File: config.mk
export PLATFORM = sky130hd
export DESIGN_NAME = id_ex_stage_flat
export DESIGN_NICKNAME = d
export VERILOG_FILES = /design/src/rtl/core_pkg.sv /design/src/rtl/id_ex_stage_if.sv /design/src/rtl/operand_mux.sv /design/src/rtl/id_ex_stage.sv /design/src/flat_wrapper.sv
export SDC_FILE = /design/constraint.sdc
export NUM_CORES = 1
export LEC_CHECK = 0
export CORE_MARGIN = 2
export CORE_UTILIZATION = 38
export DETAILED_ROUTE_END_ITERATION = 8
export PLACE_DENSITY = 0.86
export SLEW_MARGIN = 20
export SYNTH_ARGS = -nofsm -noshare
export SYNTH_HDL_FRONTEND = slang
export SYNTH_SLANG_ARGS = --single-unit
File: constraint.sdc
create_clock -name clk -period 2 [get_ports clk]
set_clock_uncertainty 0.05 [all_clocks]
set_input_delay 0.4 -clock clk [delete_from_list [all_inputs] [get_ports clk]]
set_output_delay 0.4 -clock clk [all_outputs]
set_load 0.005 [all_outputs]
File: src/rtl/core_pkg.sv
// Shared core constants: forward-select encodings and the default datapath width.
package core_pkg;

   localparam int unsigned DATA_W = 32;

   localparam logic [1:0] FWD_RF  = 2'b00;
   localparam logic [1:0] FWD_EX  = 2'b01;
   localparam logic [1:0] FWD_MEM = 2'b10;
   localparam logic [1:0] FWD_WB  = 2'b11;

endpackage

File: src/rtl/id_ex_stage_if.sv
// ID->EX stage bundle: ID-side operands/control in, registered EX-side state out.
interface id_ex_stage_if #(
   parameter int unsigned DATA_W = 32,
   parameter int unsigned CTRL_W = 16,
   parameter int unsigned CNT_W  = 32
);
   logic              id_valid;
   logic [4:0]        id_rs_addr;
   logic [4:0]        id_rt_addr;
   logic              id_rs_used;
   logic              id_rt_used;
   logic [DATA_W-1:0] rf_rdata0;
   logic [DATA_W-1:0] rf_rdata1;
   logic [1:0]        sel_rf_a;
   logic [1:0]        sel_rf_b;
   logic [DATA_W-1:0] fwd_ex_data;
   logic [DATA_W-1:0] fwd_mem_data;
   logic [DATA_W-1:0] fwd_wb_data;
   logic [DATA_W-1:0] id_imm;
   logic [CTRL_W-1:0] id_ctrl;
   logic [4:0]        id_waddr;
   logic              id_wen;
   logic              id_mem_read;
   logic              flush;
   logic              hold;
   logic              ex_valid;
   logic [DATA_W-1:0] ex_op_a;
   logic [DATA_W-1:0] ex_op_b;
   logic [DATA_W-1:0] ex_imm;
   logic [CTRL_W-1:0] ex_ctrl;
   logic [4:0]        ex_waddr;
   logic              ex_wen;
   logic              ex_mem_read;
   logic              stall_id;
   logic [CNT_W-1:0]  stall_cnt;

   modport master (
      output id_valid, id_rs_addr, id_rt_addr, id_rs_used, id_rt_used, rf_rdata0, rf_rdata1,
             sel_rf_a, sel_rf_b, fwd_ex_data, fwd_mem_data, fwd_wb_data, id_imm, id_ctrl,
             id_waddr, id_wen, id_mem_read, flush, hold,
      input  ex_valid, ex_op_a, ex_op_b, ex_imm, ex_ctrl, ex_waddr, ex_wen, ex_mem_read,
             stall_id, stall_cnt
   );

   modport slave (
      input  id_valid, id_rs_addr, id_rt_addr, id_rs_used, id_rt_used, rf_rdata0, rf_rdata1,
             sel_rf_a, sel_rf_b, fwd_ex_data, fwd_mem_data, fwd_wb_data, id_imm, id_ctrl,
             id_waddr, id_wen, id_mem_read, flush, hold,
      output ex_valid, ex_op_a, ex_op_b, ex_imm, ex_ctrl, ex_waddr, ex_wen, ex_mem_read,
             stall_id, stall_cnt
   );

endinterface

File: src/rtl/operand_mux.sv
// 4:1 operand select (RF / EX / MEM / WB bypass); register $0 always reads as zero.
module operand_mux
   import core_pkg::*;
#(
   parameter int unsigned WIDTH = core_pkg::DATA_W
) (
   input  logic [1:0]       sel,
   input  logic [4:0]       addr,
   input  logic [WIDTH-1:0] rf_data,
   input  logic [WIDTH-1:0] ex_data,
   input  logic [WIDTH-1:0] mem_data,
   input  logic [WIDTH-1:0] wb_data,
   output logic [WIDTH-1:0] result
);

   always_comb begin
      result = '0;
      if (addr != 5'd0) begin
         unique case (sel)
            FWD_RF:  result = rf_data;
            FWD_EX:  result = ex_data;
            FWD_MEM: result = mem_data;
            FWD_WB:  result = wb_data;
            default: result = '0;
         endcase
      end
   end

endmodule

File: src/rtl/id_ex_stage.sv
// ID->EX pipeline register with operand bypass, load-use bubble insertion, flush/hold control
// and a bubble counter.
module id_ex_stage
   import core_pkg::*;
#(
   parameter int unsigned DATA_W = core_pkg::DATA_W,
   parameter int unsigned CTRL_W = 16,
   parameter int unsigned CNT_W  = 32
) (
   input  logic       clk,
   input  logic       rst_n,
   id_ex_stage_if.slave bus
);

   logic [DATA_W-1:0] op_a, op_b;
   logic              lu;

   logic              valid_q, valid_d;
   logic [DATA_W-1:0] op_a_q, op_a_d;
   logic [DATA_W-1:0] op_b_q, op_b_d;
   logic [DATA_W-1:0] imm_q, imm_d;
   logic [CTRL_W-1:0] ctrl_q, ctrl_d;
   logic [4:0]        waddr_q, waddr_d;
   logic              wen_q, wen_d;
   logic              mem_read_q, mem_read_d;
   logic [CNT_W-1:0]  cnt_q, cnt_d;

   operand_mux #(.WIDTH(DATA_W)) u_mux_a (
      .sel      (bus.sel_rf_a),
      .addr     (bus.id_rs_addr),
      .rf_data  (bus.rf_rdata0),
      .ex_data  (bus.fwd_ex_data),
      .mem_data (bus.fwd_mem_data),
      .wb_data  (bus.fwd_wb_data),
      .result   (op_a)
   );

   operand_mux #(.WIDTH(DATA_W)) u_mux_b (
      .sel      (bus.sel_rf_b),
      .addr     (bus.id_rt_addr),
      .rf_data  (bus.rf_rdata1),
      .ex_data  (bus.fwd_ex_data),
      .mem_data (bus.fwd_mem_data),
      .wb_data  (bus.fwd_wb_data),
      .result   (op_b)
   );

   // A load in EX has no bypassable result yet; its consumer must wait for MEM.
   always_comb begin
      lu = valid_q & mem_read_q & wen_q & bus.id_valid & (waddr_q != 5'd0) &
           ((bus.id_rs_used & (bus.id_rs_addr == waddr_q)) |
            (bus.id_rt_used & (bus.id_rt_addr == waddr_q)));
   end

   always_comb begin
      valid_d    = valid_q;
      op_a_d     = op_a_q;
      op_b_d     = op_b_q;
      imm_d      = imm_q;
      ctrl_d     = ctrl_q;
      waddr_d    = waddr_q;
      wen_d      = wen_q;
      mem_read_d = mem_read_q;
      cnt_d      = cnt_q;
      if (bus.flush) begin
         valid_d    = 1'b0;
         wen_d      = 1'b0;
         mem_read_d = 1'b0;
      end else if (bus.hold) begin
         // everything holds, including a pending bubble
      end else if (lu) begin
         valid_d    = 1'b0;
         wen_d      = 1'b0;
         mem_read_d = 1'b0;
         cnt_d      = cnt_q + CNT_W'(1);
      end else begin
         valid_d    = bus.id_valid;
         op_a_d     = op_a;
         op_b_d     = op_b;
         imm_d      = bus.id_imm;
         ctrl_d     = bus.id_ctrl;
         waddr_d    = bus.id_waddr;
         wen_d      = bus.id_wen & bus.id_valid;
         mem_read_d = bus.id_mem_read & bus.id_valid;
      end
   end

   always_ff @(posedge clk or negedge rst_n) begin
      if (!rst_n) begin
         valid_q    <= 1'b0;
         op_a_q     <= '0;
         op_b_q     <= '0;
         imm_q      <= '0;
         ctrl_q     <= '0;
         waddr_q    <= '0;
         wen_q      <= 1'b0;
         mem_read_q <= 1'b0;
         cnt_q      <= '0;
      end else begin
         valid_q    <= valid_d;
         op_a_q     <= op_a_d;
         op_b_q     <= op_b_d;
         imm_q      <= imm_d;
         ctrl_q     <= ctrl_d;
         waddr_q    <= waddr_d;
         wen_q      <= wen_d;
         mem_read_q <= mem_read_d;
         cnt_q      <= cnt_d;
      end
   end

   assign bus.stall_id    = bus.hold | (lu & ~bus.flush);
   assign bus.ex_valid    = valid_q;
   assign bus.ex_op_a     = op_a_q;
   assign bus.ex_op_b     = op_b_q;
   assign bus.ex_imm      = imm_q;
   assign bus.ex_ctrl     = ctrl_q;
   assign bus.ex_waddr    = waddr_q;
   assign bus.ex_wen      = wen_q;
   assign bus.ex_mem_read = mem_read_q;
   assign bus.stall_cnt   = cnt_q;

endmodule

File: src/flat_wrapper.sv
// flat-port wrapper written by rule: the top's interface ports become plain ports
module id_ex_stage_flat import core_pkg::*;
#(
   parameter int unsigned DATA_W = core_pkg::DATA_W,
   parameter int unsigned CTRL_W = 16,
   parameter int unsigned CNT_W  = 32
)
  (clk, rst_n, bus_id_valid, bus_id_rs_addr, bus_id_rt_addr, bus_id_rs_used, bus_id_rt_used, bus_rf_rdata0, bus_rf_rdata1, bus_sel_rf_a, bus_sel_rf_b, bus_fwd_ex_data, bus_fwd_mem_data, bus_fwd_wb_data, bus_id_imm, bus_id_ctrl, bus_id_waddr, bus_id_wen, bus_id_mem_read, bus_flush, bus_hold, bus_ex_valid, bus_ex_op_a, bus_ex_op_b, bus_ex_imm, bus_ex_ctrl, bus_ex_waddr, bus_ex_wen, bus_ex_mem_read, bus_stall_id, bus_stall_cnt);
  id_ex_stage_if #(.DATA_W(DATA_W), .CTRL_W(CTRL_W), .CNT_W(CNT_W)) bus_i ();
  input  logic clk;
  input  logic rst_n;
  input wire logic [$bits(bus_i.id_valid)-1:0] bus_id_valid;
  input wire logic [$bits(bus_i.id_rs_addr)-1:0] bus_id_rs_addr;
  input wire logic [$bits(bus_i.id_rt_addr)-1:0] bus_id_rt_addr;
  input wire logic [$bits(bus_i.id_rs_used)-1:0] bus_id_rs_used;
  input wire logic [$bits(bus_i.id_rt_used)-1:0] bus_id_rt_used;
  input wire logic [$bits(bus_i.rf_rdata0)-1:0] bus_rf_rdata0;
  input wire logic [$bits(bus_i.rf_rdata1)-1:0] bus_rf_rdata1;
  input wire logic [$bits(bus_i.sel_rf_a)-1:0] bus_sel_rf_a;
  input wire logic [$bits(bus_i.sel_rf_b)-1:0] bus_sel_rf_b;
  input wire logic [$bits(bus_i.fwd_ex_data)-1:0] bus_fwd_ex_data;
  input wire logic [$bits(bus_i.fwd_mem_data)-1:0] bus_fwd_mem_data;
  input wire logic [$bits(bus_i.fwd_wb_data)-1:0] bus_fwd_wb_data;
  input wire logic [$bits(bus_i.id_imm)-1:0] bus_id_imm;
  input wire logic [$bits(bus_i.id_ctrl)-1:0] bus_id_ctrl;
  input wire logic [$bits(bus_i.id_waddr)-1:0] bus_id_waddr;
  input wire logic [$bits(bus_i.id_wen)-1:0] bus_id_wen;
  input wire logic [$bits(bus_i.id_mem_read)-1:0] bus_id_mem_read;
  input wire logic [$bits(bus_i.flush)-1:0] bus_flush;
  input wire logic [$bits(bus_i.hold)-1:0] bus_hold;
  output wire logic [$bits(bus_i.ex_valid)-1:0] bus_ex_valid;
  output wire logic [$bits(bus_i.ex_op_a)-1:0] bus_ex_op_a;
  output wire logic [$bits(bus_i.ex_op_b)-1:0] bus_ex_op_b;
  output wire logic [$bits(bus_i.ex_imm)-1:0] bus_ex_imm;
  output wire logic [$bits(bus_i.ex_ctrl)-1:0] bus_ex_ctrl;
  output wire logic [$bits(bus_i.ex_waddr)-1:0] bus_ex_waddr;
  output wire logic [$bits(bus_i.ex_wen)-1:0] bus_ex_wen;
  output wire logic [$bits(bus_i.ex_mem_read)-1:0] bus_ex_mem_read;
  output wire logic [$bits(bus_i.stall_id)-1:0] bus_stall_id;
  output wire logic [$bits(bus_i.stall_cnt)-1:0] bus_stall_cnt;
  assign bus_i.id_valid = bus_id_valid;
  assign bus_i.id_rs_addr = bus_id_rs_addr;
  assign bus_i.id_rt_addr = bus_id_rt_addr;
  assign bus_i.id_rs_used = bus_id_rs_used;
  assign bus_i.id_rt_used = bus_id_rt_used;
  assign bus_i.rf_rdata0 = bus_rf_rdata0;
  assign bus_i.rf_rdata1 = bus_rf_rdata1;
  assign bus_i.sel_rf_a = bus_sel_rf_a;
  assign bus_i.sel_rf_b = bus_sel_rf_b;
  assign bus_i.fwd_ex_data = bus_fwd_ex_data;
  assign bus_i.fwd_mem_data = bus_fwd_mem_data;
  assign bus_i.fwd_wb_data = bus_fwd_wb_data;
  assign bus_i.id_imm = bus_id_imm;
  assign bus_i.id_ctrl = bus_id_ctrl;
  assign bus_i.id_waddr = bus_id_waddr;
  assign bus_i.id_wen = bus_id_wen;
  assign bus_i.id_mem_read = bus_id_mem_read;
  assign bus_i.flush = bus_flush;
  assign bus_i.hold = bus_hold;
  assign bus_ex_valid = bus_i.ex_valid;
  assign bus_ex_op_a = bus_i.ex_op_a;
  assign bus_ex_op_b = bus_i.ex_op_b;
  assign bus_ex_imm = bus_i.ex_imm;
  assign bus_ex_ctrl = bus_i.ex_ctrl;
  assign bus_ex_waddr = bus_i.ex_waddr;
  assign bus_ex_wen = bus_i.ex_wen;
  assign bus_ex_mem_read = bus_i.ex_mem_read;
  assign bus_stall_id = bus_i.stall_id;
  assign bus_stall_cnt = bus_i.stall_cnt;
  id_ex_stage #(.DATA_W(DATA_W), .CTRL_W(CTRL_W), .CNT_W(CNT_W)) u_core (.clk(clk), .rst_n(rst_n), .bus(bus_i));
endmodule
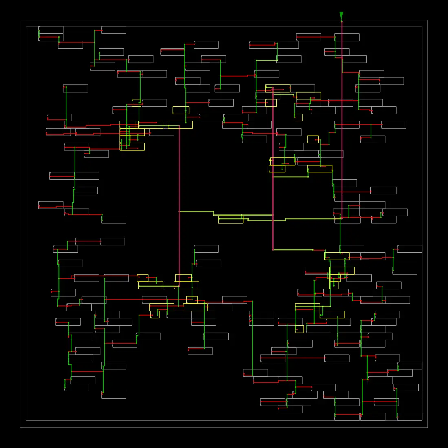
clock_nets.png
clk latency late pin: 0.42 ns
clock-net power: 3.22 mW
flip-flops: 152

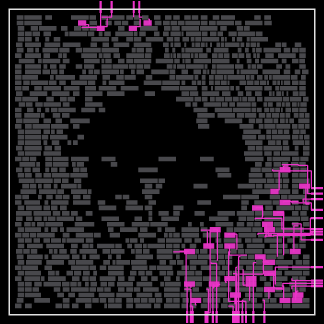
port_trees.png
Drawn at 2 px/um.
port	colour	bits	direction	end cells	buffers	wire
bus_id_imm	magenta	32	input	32	32	938 um

==> results.toml <==
# generated from flow reports
[run_status]
status = "finished with violations"
failed_checks = "setup timing"

[floorplan]
die_height_um = 152
initCoreUtil_pct = 38.4
die_w_um = 152
dieArea_um2 = 23100

[synth]
syn_area_um2 = 8320
ys_ff = 152
ys_sh_simple_pct = 11.4
compound_area_share_pct = 1.16
yosysMostFrequentCell = "dfrtp_1"
syn_inst = 589
ys_types = 38
flop_cell = "dfrtp_1"
synth_chip_area_um2 = 8320
synth.logic.top_family = "multiplexers"
synth.top_cell.area_share_pct = 45.7
edf_count = 0
ys_sh_adder_pct = 0.150
mux_area_share_pct = 34.6
yosysTopAreaCell = "dfrtp_1"
yosys_warnings = 0

[grt]
grtUsageTotal_pct = 24.5
grt-busiest-layer = "met2"
antenna_found_initial = 3
grt_util_met1_pct = 28.8
grt_pass1_wl_um = 44100
grt_pass1_vias = 7723

[critical_path]
worstSetupEndpointType = "output port"
critPathArrivalTime_ns = 1.81
crit_family = "flip-flops"
worstReg2RegStart = "u_core.bus.ex_waddr[1]$_DFFE_PN0P_"
cpMaxStageDelayCell = "dfrtp_2"
startpoint = "u_core.bus.ex_waddr[1]$_DFFE_PN0P_"
worst-path-max-fanout = 4
worstRegToRegCells = 10
r2r_setup_slack_ns = -0.24
cp.depth = 5
r2r-end = "u_core.bus.ex_imm[11]$_DFFE_PN0P_"
cp.required_ns = 1.55
path_class = "reg2out"

[timing]
rsz0062_at_grt = "yes"
setup_viol = 129
worst_pin_slew_ns = 0.499
setup_tns_ns = -14.86
fmax_ghz = 0.442
drv_slew = 0
finalHoldViolations = 0
maxSlewHeadroom_pct = 66.8
timing.final.crit_share_pct = 113
fin_ws_ns = -0.261

[detailed_routing]
drt_first_pass_iters = 4
top_layer_used = "met5"
wirelength_um = 28800
drc = 0
vias_per_cell = 5.28
dr_wl_met2_um = 15100
wl_met3_um = 1860
wl_met1_um = 11000
drtIter0Drc = 352

[placement]
port_buffers = 388
placedCellCount = 1277
postPlaceCellArea_um2 = 13000

[pwr]
top_power_group = "sequential cells"
power.density_nw_per_um2 = 695
power_mw = 9.92
seq_power_mw = 3.76
p_seq_share_pct = 37.9
combinationalPowerShare_pct = 29.6
p_leak_nw = 5.95

[cells_and_area]
drive_gt1_share_pct = 32.0
layout.nets = 1275
fill_cells = 1563
instances_no_fill = 1333

[clock_tree]
clk_path_buf_depth = 2
clkTransAtPathRegs_ns = 0.07
cts_sinks = 152
cts_resized = 59
h-tree-depth = 4
cts_buffers = 17
cts_tree = "yes"
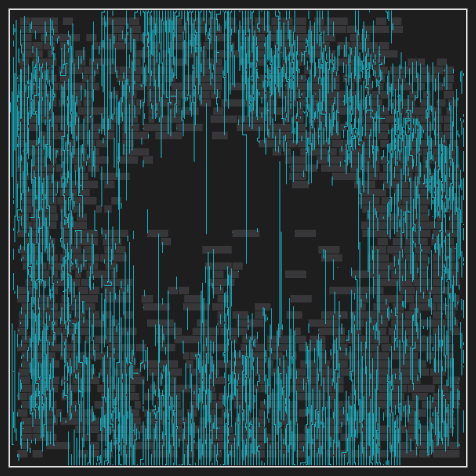
m2.png
Drawn at 3 px/um. Cells faint in the background.
longest straight run	78.0 um
share of all routed wire	52%
main direction	vertical
wire length on this layer	15100 um
nets with wire on the layer	1204

-- placed cells by master, fill, tap and decap left out, types with 11 or more instances in the layout --
cell	count
buf_12	16
buf_4	42
clkbuf_16	18
clkdlybuf4s50_1	375
dfrtp_1	148
mux2_2	80
mux2_4	38
mux4_2	64
nand2_1	12
nand4_1	19
nor2b_1	66
nor3_1	11
xor2_1	27
-- layout make-up --
| cell class | count | area (um^2) | share of cell area (%) |
|---|---|---|---|
| Antenna cell | 2 | 5.00 | 0.0351 |
| Clock buffer | 17 | 425 | 2.98 |
| Clock inverter | 15 | 176 | 1.24 |
| Inverter | 2 | 7.51 | 0.0526 |
| Multi-Input combinational cell | 394 | 4540 | 31.8 |
| Sequential cell | 152 | 3810 | 26.7 |
| Tap cell | 280 | 350 | 2.45 |
| Timing Repair Buffer | 471 | 4960 | 34.7 |
No activity file was given, so power comes from the tool's default toggle rates.
